==> src/rtl/uart_tx_mmio.sv <==
// Memory-mapped UART transmitter: stores to TX_ADDR queue bytes in a FIFO, sent 8N1 LSB first.
// Define UART_TX_PARITY_EN to insert an even-parity bit between the data bits and the stop bit.
module uart_tx_mmio #(
  parameter int unsigned CLK_FREQ    = 50000000,
  parameter int unsigned BAUD        = 115200,
  parameter int unsigned FIFO_DEPTH  = 8,
  parameter logic [31:0] TX_ADDR     = 32'h000000FF,
  parameter logic [31:0] STATUS_ADDR = 32'h000000FE
) (
  input  logic        clk,
  input  logic        rst,
  input  logic [31:0] Address,
  input  logic [31:0] WD,
  input  logic        EN,
  output logic [31:0] RD,
  output logic        txd,
  output logic        busy
);

  localparam int unsigned DIV = (CLK_FREQ + BAUD / 2) / BAUD;
  localparam int unsigned AW  = $clog2(FIFO_DEPTH);
  localparam int unsigned CW  = $clog2(DIV);

  generate
    if (DIV < 2) begin : g_bad_div
      $error("uart_tx_mmio: clocks per bit must be at least 2");
    end
    if (FIFO_DEPTH < 2 || FIFO_DEPTH > 64 || (FIFO_DEPTH & (FIFO_DEPTH - 1)) != 0) begin : g_bad_depth
      $error("uart_tx_mmio: FIFO_DEPTH must be a power of 2 in 2..64");
    end
  endgenerate

`ifdef UART_TX_PARITY_EN
  typedef enum logic [2:0] {IDLE, START, DATA, PARITY, STOP} state_t;
  localparam logic PARITY_FLAG = 1'b1;
`else
  typedef enum logic [1:0] {IDLE, START, DATA, STOP} state_t;
  localparam logic PARITY_FLAG = 1'b0;
`endif

  state_t        state_reg, state_next;
  logic [CW-1:0] baud_reg, baud_next;
  logic [2:0]    bit_reg, bit_next;
  logic [7:0]    shift_reg, shift_next;
  logic          txd_reg, txd_next;
  logic          busy_reg;
  logic          overflow_reg;
`ifdef UART_TX_PARITY_EN
  logic          parity_reg, parity_next;
`endif

  logic [7:0]    fifo_mem [FIFO_DEPTH];
  logic [AW-1:0] wr_ptr_reg, rd_ptr_reg;
  logic [AW:0]   count_reg, count_next;

  logic push_req, clr_req, push_ok, pop, full, empty, baud_done, tx_active;
  logic unused_wd;

  assign unused_wd = ^WD[31:8];
  assign push_req  = EN && (Address == TX_ADDR);
  assign clr_req   = EN && (Address == STATUS_ADDR);
  assign full      = (count_reg == (AW + 1)'(FIFO_DEPTH));
  assign empty     = (count_reg == '0);
  // A pop on the same edge frees a slot, so a push into a full FIFO is still taken.
  assign push_ok   = push_req && (!full || pop);
  assign baud_done = (baud_reg == CW'(DIV - 1));
  assign tx_active = (state_reg != IDLE);

  assign RD   = (Address == STATUS_ADDR) ?
                {27'b0, PARITY_FLAG, overflow_reg, tx_active, empty, full} : 32'b0;
  assign txd  = txd_reg;
  assign busy = busy_reg;

  always_comb begin
    count_next = count_reg;
    if (push_ok && !pop) begin
      count_next = count_reg + 1'b1;
    end else if (!push_ok && pop) begin
      count_next = count_reg - 1'b1;
    end
  end

  always_comb begin
    state_next  = state_reg;
    baud_next   = baud_reg;
    bit_next    = bit_reg;
    shift_next  = shift_reg;
    txd_next    = txd_reg;
    pop         = 1'b0;
`ifdef UART_TX_PARITY_EN
    parity_next = parity_reg;
`endif
    case (state_reg)
      IDLE: begin
        txd_next = 1'b1;
        if (!empty) begin
          pop         = 1'b1;
          shift_next  = fifo_mem[rd_ptr_reg];
`ifdef UART_TX_PARITY_EN
          parity_next = ^fifo_mem[rd_ptr_reg];
`endif
          state_next  = START;
          txd_next    = 1'b0;
          baud_next   = '0;
          bit_next    = '0;
        end
      end
      START: begin
        if (baud_done) begin
          state_next = DATA;
          txd_next   = shift_reg[0];
          baud_next  = '0;
        end else begin
          baud_next = baud_reg + 1'b1;
        end
      end
      DATA: begin
        if (baud_done) begin
          baud_next = '0;
          if (bit_reg == 3'd7) begin
`ifdef UART_TX_PARITY_EN
            state_next = PARITY;
            txd_next   = parity_reg;
`else
            state_next = STOP;
            txd_next   = 1'b1;
`endif
          end else begin
            bit_next   = bit_reg + 1'b1;
            shift_next = {1'b0, shift_reg[7:1]};
            txd_next   = shift_reg[1];
          end
        end else begin
          baud_next = baud_reg + 1'b1;
        end
      end
`ifdef UART_TX_PARITY_EN
      PARITY: begin
        if (baud_done) begin
          state_next = STOP;
          txd_next   = 1'b1;
          baud_next  = '0;
        end else begin
          baud_next = baud_reg + 1'b1;
        end
      end
`endif
      STOP: begin
        // Returning to IDLE costs one idle-high clock before the next pop.
        if (baud_done) begin
          state_next = IDLE;
          baud_next  = '0;
        end else begin
          baud_next = baud_reg + 1'b1;
        end
      end
      default: begin
        state_next = IDLE;
        txd_next   = 1'b1;
      end
    endcase
  end

  always_ff @(posedge clk) begin
    if (rst) begin
      state_reg    <= IDLE;
      baud_reg     <= '0;
      bit_reg      <= '0;
      shift_reg    <= '0;
      txd_reg      <= 1'b1;
      busy_reg     <= 1'b0;
      overflow_reg <= 1'b0;
      wr_ptr_reg   <= '0;
      rd_ptr_reg   <= '0;
      count_reg    <= '0;
`ifdef UART_TX_PARITY_EN
      parity_reg   <= 1'b0;
`endif
    end else begin
      state_reg  <= state_next;
      baud_reg   <= baud_next;
      bit_reg    <= bit_next;
      shift_reg  <= shift_next;
      txd_reg    <= txd_next;
      busy_reg   <= (state_next != IDLE) || (count_next != '0);
      count_reg  <= count_next;
`ifdef UART_TX_PARITY_EN
      parity_reg <= parity_next;
`endif
      if (push_ok) begin
        wr_ptr_reg <= wr_ptr_reg + 1'b1;
      end
      if (pop) begin
        rd_ptr_reg <= rd_ptr_reg + 1'b1;
      end
      if (push_req && full && !pop) begin
        overflow_reg <= 1'b1;
      end else if (clr_req) begin
        overflow_reg <= 1'b0;
      end
    end
  end

  always_ff @(posedge clk) begin
    if (push_ok) begin
      fifo_mem[wr_ptr_reg] <= WD[7:0];
    end
  end

endmodule

==> config.mk <==
export PLATFORM = sky130hd
export DESIGN_NAME = uart_tx_mmio
export DESIGN_NICKNAME = d
export VERILOG_FILES = /design/src/rtl/uart_tx_mmio.sv
export SDC_FILE = /design/constraint.sdc
export NUM_CORES = 1
export LEC_CHECK = 0
export CAP_MARGIN = 10
export CORE_ASPECT_RATIO = 1.2
export CORE_MARGIN = 2
export CORE_UTILIZATION = 35
export CTS_CLUSTER_SIZE = 28
export DETAILED_ROUTE_END_ITERATION = 8
export PLACE_DENSITY = 0.68
export SYNTH_ARGS = -nofsm -noshare
export SYNTH_HDL_FRONTEND = slang
export SYNTH_SLANG_ARGS = --single-unit
==> constraint.sdc <==
create_clock -name clk -period 3.71 [get_ports clk]
set_input_delay 0.5565 -clock clk [delete_from_list [all_inputs] [get_ports clk]]
set_output_delay 0.5565 -clock clk [all_outputs]
set_load 0.005 [all_outputs]
==> run_1/clock_wires.png <==
Scale bar: 20 µm.
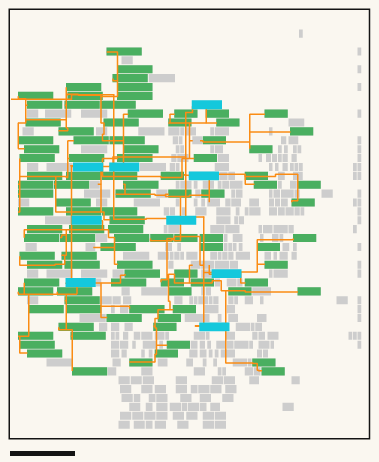
Key: green = flip-flops [count 102]; cyan = clock-net drivers [count 9]; orange = clock wires [length 1,110 µm]
There are 10 routed clock nets.

==> run_1/congestion_map.png <==
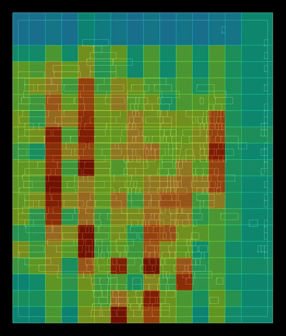
global router's overall resource usage: 13.4%
utilization after layout: 42.4%

==> flow_metrics.py, run 1 <==
# Metrics from the implementation run
metrics = {
    "run_status": {
        "status": "finished, final reports clean",
    },
    "yosys": {
        "ys_seq_share_pct": 57.0,
        "synth.distinct_cells": 52,
        "ys_warn_count": 0,
        "synth.top_cell.area_share_pct": 40.9,
        "synth-edff-count": 64,
        "synth.top_cells.by_count": "edfxtp_1, nor2_1, dfxtp_1",
        "async_flop_share_pct": 0,
        "numSynthFlops": 102,
        "ys_cells": 376,
        "yosysMostFrequentCell": "edfxtp_1",
        "syn_area_per_cell_um2": 12.5,
        "ys_area_um2": 4700,
    },
    "final_timing": {
        "fin_ws_ps": 560,
        "holdWs_ps": 475,
        "tightest_slew_ps": 811,
        "post-route-period-util_pct": 84.9,
        "rsz0062_at_grt": "no",
        "fmax_mhz": 317,
        "post-route-min-period_ps": 3150,
        "relSlewSlack_pct": 45.9,
        "final-hold-violation-count": 0,
        "finalClockSkew_ps": 10.3,
    },
    "pwr": {
        "vdd.ir_drop.worst_mv": 0.364,
        "powerDensity_nw_per_um2": 582,
        "clockPowerShare_pct": 27.7,
        "total_power_mw": 3.25,
        "switching_share_pct": 31.7,
        "top_power_group": "sequential cells",
        "p_leak_nw": 1.95,
        "pg_clk_mw": 0.901,
        "p_int_mw": 2.22,
    },
    "clock_network": {
        "cts_buffer_depth": 2,
        "cts_tree": "built",
        "postCtsSetupRepairBufs": 0,
        "root_buffer": "clkbuf_16",
        "clock_latency_ps": 340,
        "clock-sinks": 102,
        "h-tree-depth": 3,
    },
    "placement": {
        "dp.final_hpwl_um": 6070,
        "placed_area_um2": 5300,
        "placed_cells": 585,
    },
    "worst_setup_path": {
        "worstPathRequired_ps": 3150,
        "cp_max_fo": 6,
        "cp_slowest_cell": "clkdlybuf4s50_1",
        "arrival_ps": 2590,
        "cpPeakStageDelay_ps": 510,
        "start_kind": "input pin",
        "critPathTopFamily": "simple AND/OR/NAND/NOR gates",
        "rrSetupSlack_ps": 1220,
    },
    "hold_path": {
        "hold_path_end": "shift_reg[7]",
        "hold_path_class": "reg2reg",
        "min-delay-start": "shift_reg[7]",
    },
    "die": {
        "io_pins": 101,
        "die_area_um2": 14400,
        "taps": 168,
        "fp_util_pct": 35.7,
        "rows": 46,
        "die_x_um": 110,
        "core_area_um2": 13200,
    },
    "layout": {
        "largest_reg_flops": 64,
        "instances_no_fill": 601,
        "inverters": 6,
        "layout-drive-gt1-share_pct": 12.0,
        "logic_area_um2": 1830,
        "largestClassByArea": "sequential cells",
        "comb_area_share_pct": 32.7,
        "final_area_um2": 5580,
        "clkbuf_count": 9,
        "n_antenna_cell": 0,
        "buf_share_pct": 9.95,
        "nNonClkBuffers": 58,
    },
    "drt": {
        "route.top_layer_used": "met4",
        "drt_iter0_drc": 95,
        "drc": 0,
        "dr_wl_met3_um": 237,
        "drtAntennaViolNets": 0,
        "firstDrtPassIters": 5,
        "dr_wl_met2_um": 4980,
        "m1WireLength_um": 3470,
    },
    "grt": {
        "first_global_vias": 3038,
        "grt_start_max_net_pins": 37,
        "gr-total-overflow": 0,
        "gr-usage-met3_pct": 2.23,
        "met2_usage_pct": 25.4,
        "antenna_found_initial": 0,
    },
    "job": {
        "maxCapViolCount": 0,
        "warnings": 57,
    },
}
==> run_1/floorplan.png <==
Scale bar: 20 µm. Pins as bars on the die edge.
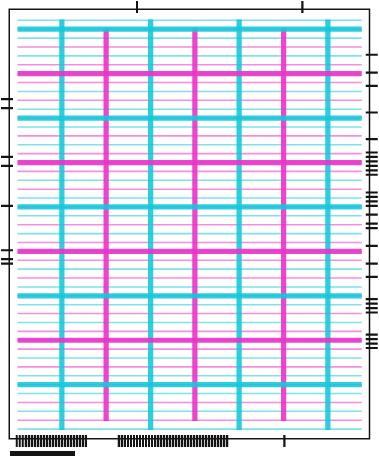
Key: magenta = VDD; cyan = VSS
9 straps on met5. The core has 46 rows. 7 straps on met4. 47 met1 rails follow the rows. 101 signal pins sit on the boundary.

==> run_1/class_map.png <==
Scale bar: 20 µm.
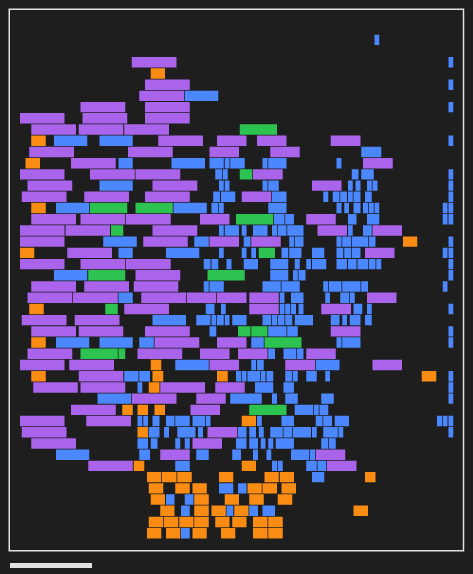
Key: purple = registers [cells 102, share of their area 50%]; orange = remaining buffers and delay cells [cells 58, share of their area 10%]; blue = remaining logic cells [cells 257, share of their area 34%]; green = clock drivers and dummy loads [cells 16, share of their area 5.4%]

run 1: cells by family (layout without fill, tap and decap cells):
| family | Yosys count | after routing | share of synthesized area (%) |
|---|---|---|---|
| buffers and inverters | 50 | 80 | 6.33 |
| AND/OR/NAND/NOR | 122 | 122 | 13.4 |
| XOR/XNOR | 6 | 6 | 1.12 |
| flip-flops | 102 | 102 | 57.0 |
| adder cells (fa/ha/maj) | 14 | 14 | 3.72 |
| AND-OR/OR-AND | 45 | 45 | 6.36 |
| multiplexers | 36 | 36 | 11.9 |
| other | 1 | 28 | 0.0797 |
run 1: cell usage in the layout (no fill, tap or decap), types with 3 or more instances in the layout:
| cell | count |
|---|---|
| edfxtp_1 | 64 |
| clkdlybuf4s50_1 | 48 |
| nor2_1 | 46 |
| dfxtp_1 | 38 |
| conb_1 | 28 |
| nand2_1 | 24 |
| mux2i_1 | 19 |
| mux4_2 | 16 |
| o21ai_0 | 14 |
| ha_1 | 14 |
| a21oi_1 | 11 |
| buf_4 | 10 |
| clkbuf_16 | 9 |
| nor3b_1 | 8 |
| and3_1 | 7 |
| inv_1 | 6 |
| nor3_1 | 6 |
| nor4_1 | 5 |
| nand3_1 | 5 |
| xor2_1 | 4 |
| a311oi_1 | 4 |
| nand4_1 | 3 |
run 1: tightest hold or removal path, delay by kind of cell (launching register included):
family	cells	cell delay [ps]
flops	1	320
simple gates	1	60
compound gates	1	50
run 1: worst max-delay path by stage:
stage          cells after the start              to   startpoint  slack, ps
6_report                           7           RD[0]   Address[8]        560
5_1_grt                            7           RD[1]  Address[20]        370
4_1_cts                            7           RD[0]   Address[8]        550
3_5_place_dp                       7           RD[0]   Address[8]        550
3_3_place_gp                       7           RD[0]  Address[12]        610
2_1_floorplan                      5  fifo_mem[2][0]  Address[20]        990
==> run_1/layers.png <==
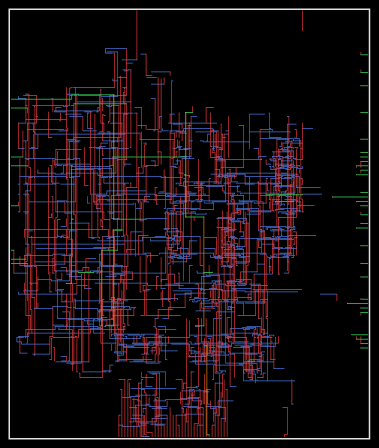

==> inputs of run 2 (changes only) <==
Settings changed: PLACE_DENSITY 0.68 to 0.7.
Clock period 3.71 ns to 2.7 ns, I/O delays scaled along.
==> run_2/layers.png <==
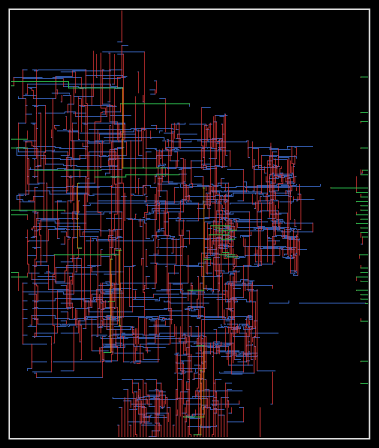
Key: orange = M4 [wire length 169 µm]; green = M3 [wire length 311 µm]; red = M2 [wire length 4,770 µm]; blue = M1 [wire length 3,700 µm]

==> run_2/class_map.png <==
Scale bar: 20 µm.
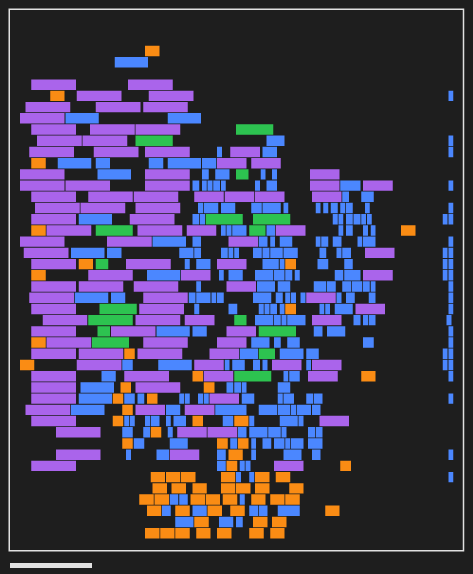
Key: green = clock drivers and dummy loads [cells 16, share of their area 5.7%]; orange = remaining buffers and delay cells [cells 65, share of their area 11%]; blue = remaining logic cells [cells 257, share of their area 34%]; purple = registers [cells 102, share of their area 49%]

==> flow_metrics.py, run 2 <==
# Metrics from the implementation run
metrics = {
    "job": {
        "maxCapViolCount": 0,
        "warnings": 57,
    },
    "pwr": {
        "p_leak_nw": 2.00,
        "total_power_mw": 4.56,
        "vdd.ir_drop.worst_mv": 0.407,
    },
    "clock_network": {
        "h-tree-depth": 3,
        "root_buffer": "clkbuf_16",
        "clock_latency_ps": 340,
        "cts_buffer_depth": 2,
        "clock-sinks": 102,
        "cts_tree": "built",
    },
    "final_timing": {
        "fin_ws_ps": 103,
        "rsz0062_at_grt": "no",
        "final-hold-violation-count": 0,
        "post-route-min-period_ps": 2600,
        "relSlewSlack_pct": 63.5,
        "post-route-period-util_pct": 96.2,
        "holdWs_ps": 456,
        "fmax_mhz": 385,
    },
    "placement": {
        "placed_area_um2": 5330,
        "placed_cells": 590,
    },
    "layout": {
        "n_antenna_cell": 0,
        "instances_no_fill": 608,
        "final_area_um2": 5670,
        "logic_area_um2": 1840,
        "most-common-layout-cells": "edfxtp_1, clkdlybuf4s50_1, nor2_1",
        "final_core_util_pct": 43.1,
        "lay_top_count": "edfxtp_1",
        "layout-drive-gt1-share_pct": 13.9,
        "largest_reg_flops": 64,
    },
    "grt": {
        "grt_start_max_net_pins": 37,
        "grt_usage_pct": 13.2,
        "gr-total-overflow": 0,
        "first_global_vias": 3028,
        "antenna_found_initial": 0,
    },
    "hold_path": {
        "hold_path_end": "shift_reg[7]",
        "hold_path_class": "reg2reg",
        "min-delay-start": "shift_reg[7]",
    },
    "die": {
        "die_x_um": 110,
        "core_area_um2": 13200,
        "fp_util_pct": 35.7,
        "io_pins": 101,
        "die_area_um2": 14400,
        "rows": 46,
    },
    "worst_setup_path": {
        "arrival_ps": 2190,
        "rrSetupSlack_ps": 350,
        "cp_slowest_cell": "clkdlybuf4s50_1",
        "start_kind": "input pin",
    },
    "yosys": {
        "ys_warn_count": 0,
        "numSynthFlops": 102,
        "synth.distinct_cells": 52,
        "synth-edff-count": 64,
        "ys_area_um2": 4700,
        "netlist_instances": 376,
        "async_flop_share_pct": 0,
        "ys_cells": 376,
        "ys_seq_share_pct": 57.0,
        "synth.top_cell.area_share_pct": 40.9,
        "synth.top_cells.by_count": "edfxtp_1, nor2_1, dfxtp_1",
        "syn_area_per_cell_um2": 12.5,
    },
    "drt": {
        "firstDrtPassIters": 4,
        "drt_iter0_drc": 151,
        "drtAntennaViolNets": 0,
    },
    "run_status": {
        "status": "finished, final reports clean",
    },
}
==> run_2/clock_wires.png <==
Scale bar: 20 µm.
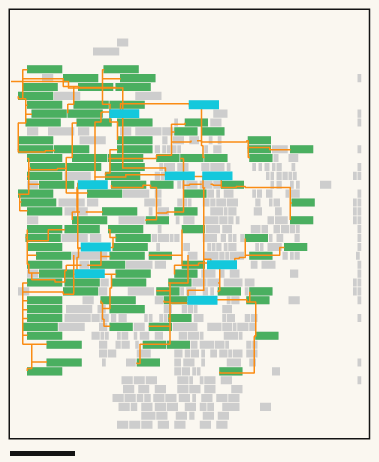
Key: cyan = clock-net drivers [count 9]; green = flip-flops [count 102]; orange = clock wires [length 1,070 µm]
There are 10 routed clock nets.

## run 2: routing by layer
metal / wire (µm) / global-route usage, %
met1: 3700 / 14.5
met5: 0 / 0
met2: 4770 / 24.5
met4: 168 / 5.29
met3: 310 / 2.63
## run 2: power by group
| part | internal (mW) | total [mW] | switching [mW] |
|---|---|---|---|
| clock | 0.740 | 1.32 | 0.583 |
| combinational | 0.626 | 1.34 | 0.716 |
| sequential | 1.79 | 1.89 | 0.102 |
## run 2: timing repair
item / in CTS / in global routing
hold buffers: 0 / 0
endpoints found under the setup margin: 3 / 4
resized: 0 / 2
endpoints found under the hold margin: 0 / 0
setup buffers: 2 / 0
pin swaps: 2 / 3
## run 2: worst max path at each step
| stage | cells after the start | startpoint | to | slack [ps] |
|---|---|---|---|---|
| final | 7 | Address[20] | RD[2] | 100 |
| after global routing | 7 | Address[12] | RD[1] | 1 |
| after CTS | 7 | Address[20] | RD[2] | 80 |
| after detailed placement | 7 | Address[20] | fifo_mem[2][6] | -50 |
| after global placement | 7 | Address[20] | RD[1] | -2 |
| after floorplan | 5 | Address[20] | fifo_mem[2][0] | 130 |
## run 2: cells by family after synthesis
group,Yosys count,share of synthesized area [%]
XOR/XNOR,6,1.12
other,1,0.0797
adder cells (fa/ha/maj),14,3.72
AND/OR/NAND/NOR,122,13.4
multiplexers,36,11.9
AND-OR/OR-AND,45,6.36
flip-flops,102,57.0
buffers and inverters,50,6.33
## run 2: cell type report
class | count | share of cell area (%)
Tap cell | 168 | 3.70
Multi-Input combinational cell | 251 | 32.4
Timing Repair Buffer | 65 | 10.7
Inverter | 6 | 0.397
Clock inverter | 7 | 1.54
Sequential cell | 102 | 47.3
Clock buffer | 9 | 3.97
## run 2: critical path, delay by kind of cell
family / cells / cell delay, ps
simple gates: 5 / 860
buf+inv: 2 / 940
==> inputs of run 3 (changes only) <==
Settings changed: CORE_ASPECT_RATIO 1.2 to default, SLEW_MARGIN from default to 20.
==> flow_metrics.py, run 3 <==
# Metrics from the implementation run
metrics = {
    "final_timing": {
        "post-route-period-util_pct": 96.1,
        "final-hold-violation-count": 0,
        "fin_ws_ps": 105,
        "relSlewSlack_pct": 61.9,
        "fmax_mhz": 385,
        "finalClockSkew_ps": 5.62,
        "post-route-min-period_ps": 2590,
        "tightest_slew_ps": 567,
    },
    "worst_setup_path": {
        "critPathTopFamily": "buffers and inverters",
        "start_kind": "input pin",
        "cp_slowest_cell": "clkdlybuf4s50_1",
        "cpPeakStageDelay_ps": 510,
        "worstPathRequired_ps": 2300,
        "end_kind": "output port",
        "crit_chain": "clkdlybuf4s50_1 > nor4b_2 > nand4_1 > nor2_2 > nand2_1 > nor2_1 > clkdlybuf4s50_1",
        "path_buffers": 2,
        "arrival_ps": 2190,
        "cp_max_fo": 3,
    },
    "drt": {
        "firstDrtPassIters": 4,
        "drtAntennaViolNets": 0,
        "drc": 0,
        "route.top_layer_used": "met4",
        "m1WireLength_um": 3940,
        "via_per_inst": 4.77,
        "dr_wl_met3_um": 298,
        "dr_wl_met2_um": 4320,
        "drt_iter0_drc": 158,
    },
    "pwr": {
        "switchingPower_mw": 1.39,
        "switching_share_pct": 31.2,
        "clockPowerShare_pct": 27.5,
        "p_leak_nw": 2.01,
        "pg_seq_mw": 1.89,
        "top_power_group": "sequential cells",
        "vdd.ir_drop.worst_mv": 0.721,
        "powerDensity_nw_per_um2": 785,
        "p_seq_share_pct": 42.5,
        "p_comb_mw": 1.33,
        "p_comb_share_pct": 30.0,
        "p_int_mw": 3.06,
        "pg_clk_mw": 1.22,
    },
    "hold_path": {
        "hold_path_class": "reg2reg",
    },
    "yosys": {
        "synth.distinct_cells": 52,
        "ys_sh_adder_pct": 3.72,
        "numSynthFlops": 102,
        "yosys.area.top_type": "edfxtp_1",
        "syn_area_per_cell_um2": 12.5,
        "async_flop_share_pct": 0,
        "aoi_share_pct": 6.36,
        "yosysMostFrequentCell": "edfxtp_1",
        "ys_area_um2": 4700,
        "netlist_area_um2": 4700,
        "mux_area_share_pct": 11.9,
        "synth-edff-count": 64,
        "ys_cells": 376,
        "xor_area_share_pct": 1.12,
        "ff_type": "edfxtp_1",
        "synth.top_cells.by_count": "edfxtp_1, nor2_1, dfxtp_1",
        "ys_seq_share_pct": 57.0,
        "synth.top_cell.area_share_pct": 40.9,
        "topCellsByArea": "edfxtp_1, dfxtp_1, mux4_2, buf_4, mux2i_1",
        "synthSimpleGateAreaFrac_pct": 13.4,
        "netlist_instances": 376,
        "ys_warn_count": 0,
        "logic_family": "simple AND/OR/NAND/NOR gates",
    },
    "grt": {
        "antenna_found_initial": 0,
        "grt_start_max_net_pins": 37,
        "first_global_vias": 2955,
        "gr-total-overflow": 0,
        "met2_usage_pct": 21.4,
    },
    "die": {
        "rows": 42,
        "io_pins": 101,
        "core_area_um2": 13200,
        "die_x_um": 120,
        "die_area_um2": 14400,
        "fp_util_pct": 35.7,
    },
    "placement": {
        "dp.final_hpwl_um": 6000,
        "placed_cells": 598,
    },
    "layout": {
        "n_antenna_cell": 0,
        "nets": 517,
        "final_core_util_pct": 42.9,
        "lay_top_count": "edfxtp_1",
        "layout-drive-gt1-share_pct": 13.8,
        "most-common-layout-cells": "edfxtp_1, clkdlybuf4s50_1, nor2_1",
        "instances_no_fill": 617,
        "largest_reg_flops": 64,
    },
    "job": {
        "maxCapViolCount": 0,
        "warnings": 57,
    },
    "run_status": {
        "status": "finished, final reports clean",
    },
    "clock_network": {
        "cts_buffer_depth": 2,
        "root_buffer": "clkbuf_16",
        "h-tree-depth": 3,
        "clock-sinks": 102,
        "clock_latency_ps": 340,
        "cts_tree": "built",
        "ctsHoldBuffers": 0,
    },
}
run 3: cell counts after synthesis:
Identical to the previous run, type by type.
run 3: what timing repair did:
action / in CTS / in global routing
resized: 0 / 3
hold endpoints to repair: 0 / 0
endpoints found under the setup margin: 3 / 3
pin swaps: 2 / 3
setup buffers: 2 / 1
run 3: logic make-up (layout without fill, tap and decap cells):
kind of cell               Yosys count  in the layout
and+or+nand+nor                    122            122
DFF                                102            102
buffers and inverters               50             88
AOI/OAI and AO/OA                   45             45
muxes                               36             36
adders and majority gates           14             14
xor gates and xnor gates             6              6
other                                1             28
run 3: through the flow:
| step | area, µm² | total power, mW | hold slack (ps) | setup TNS, ps |
|---|---|---|---|---|
| 6_report | 5660 | 4.44 | 455 | 0 |
| 5_1_grt | 5660 | 4.70 | 480 | -38.4 |
| 4_1_cts | 5640 | 4.48 | 456 | 0 |
| 3_5_place_dp | 5340 | 3.25 | 450 | -479 |
| 3_3_place_gp | 5340 | 3.21 | 446 | 0 |
| 2_1_floorplan | 4810 | 2.96 | 432 | 0 |
run 3: final cells by class:
| type | count | area, µm² |
|---|---|---|
| Tap cell | 176 | 220 |
| Sequential cell | 102 | 2680 |
| Clock inverter | 6 | 52.6 |
| Multi-Input combinational cell | 251 | 1840 |
| Fill cell | 1215 | 7530 |
| Inverter | 6 | 22.5 |
| Clock buffer | 10 | 229 |
| Timing Repair Buffer | 66 | 618 |
run 3: final timing paths:
check / cells after the start / slack, ps / end / start
setup / recovery: 7 / 110 / RD[0] / Address[20]
hold / removal: 2 / 460 / shift_reg[7] / shift_reg[7]
setup reg to reg: 8 / 450 / busy / count_reg[0]
hold reg to reg: 2 / 460 / shift_reg[7] / shift_reg[7]
run 3: tightest hold or removal path, delay by kind of cell (launching register included):
family          cells  cell delay [ps]
compound gates      1               50
flops               1              310
simple gates        1               50
==> run_3/class_map.png <==
Scale bar: 20 µm.
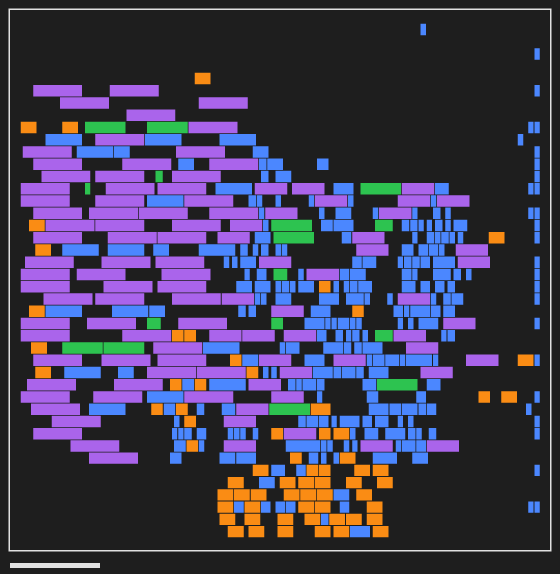
Key: green = clock drivers and dummy loads [cells 16, share of their area 5.2%]; blue = remaining logic cells [cells 257, share of their area 34%]; orange = remaining buffers and delay cells [cells 66, share of their area 11%]; purple = registers [cells 102, share of their area 49%]

==> run_3/congestion_map.png <==
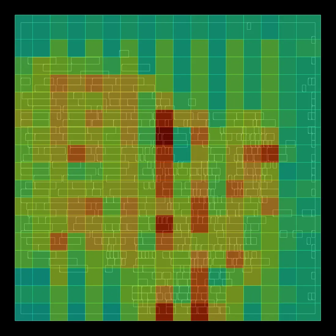
wire length per cell: 14.0 µm
global router's overall resource usage: 12.8%
met1 Resource Use GR: 15.9%
busiest layer in global routing: met2
met3 Usage GRT: 4.18%

==> run_3/layers.png <==
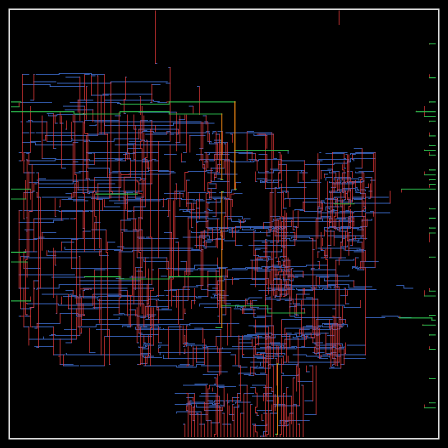
Key: orange = M4 [wire length 101 µm]; green = M3 [wire length 298 µm]; red = M2 [wire length 4,320 µm]; blue = M1 [wire length 3,940 µm]

Power is estimated from default activity; no workload was simulated.
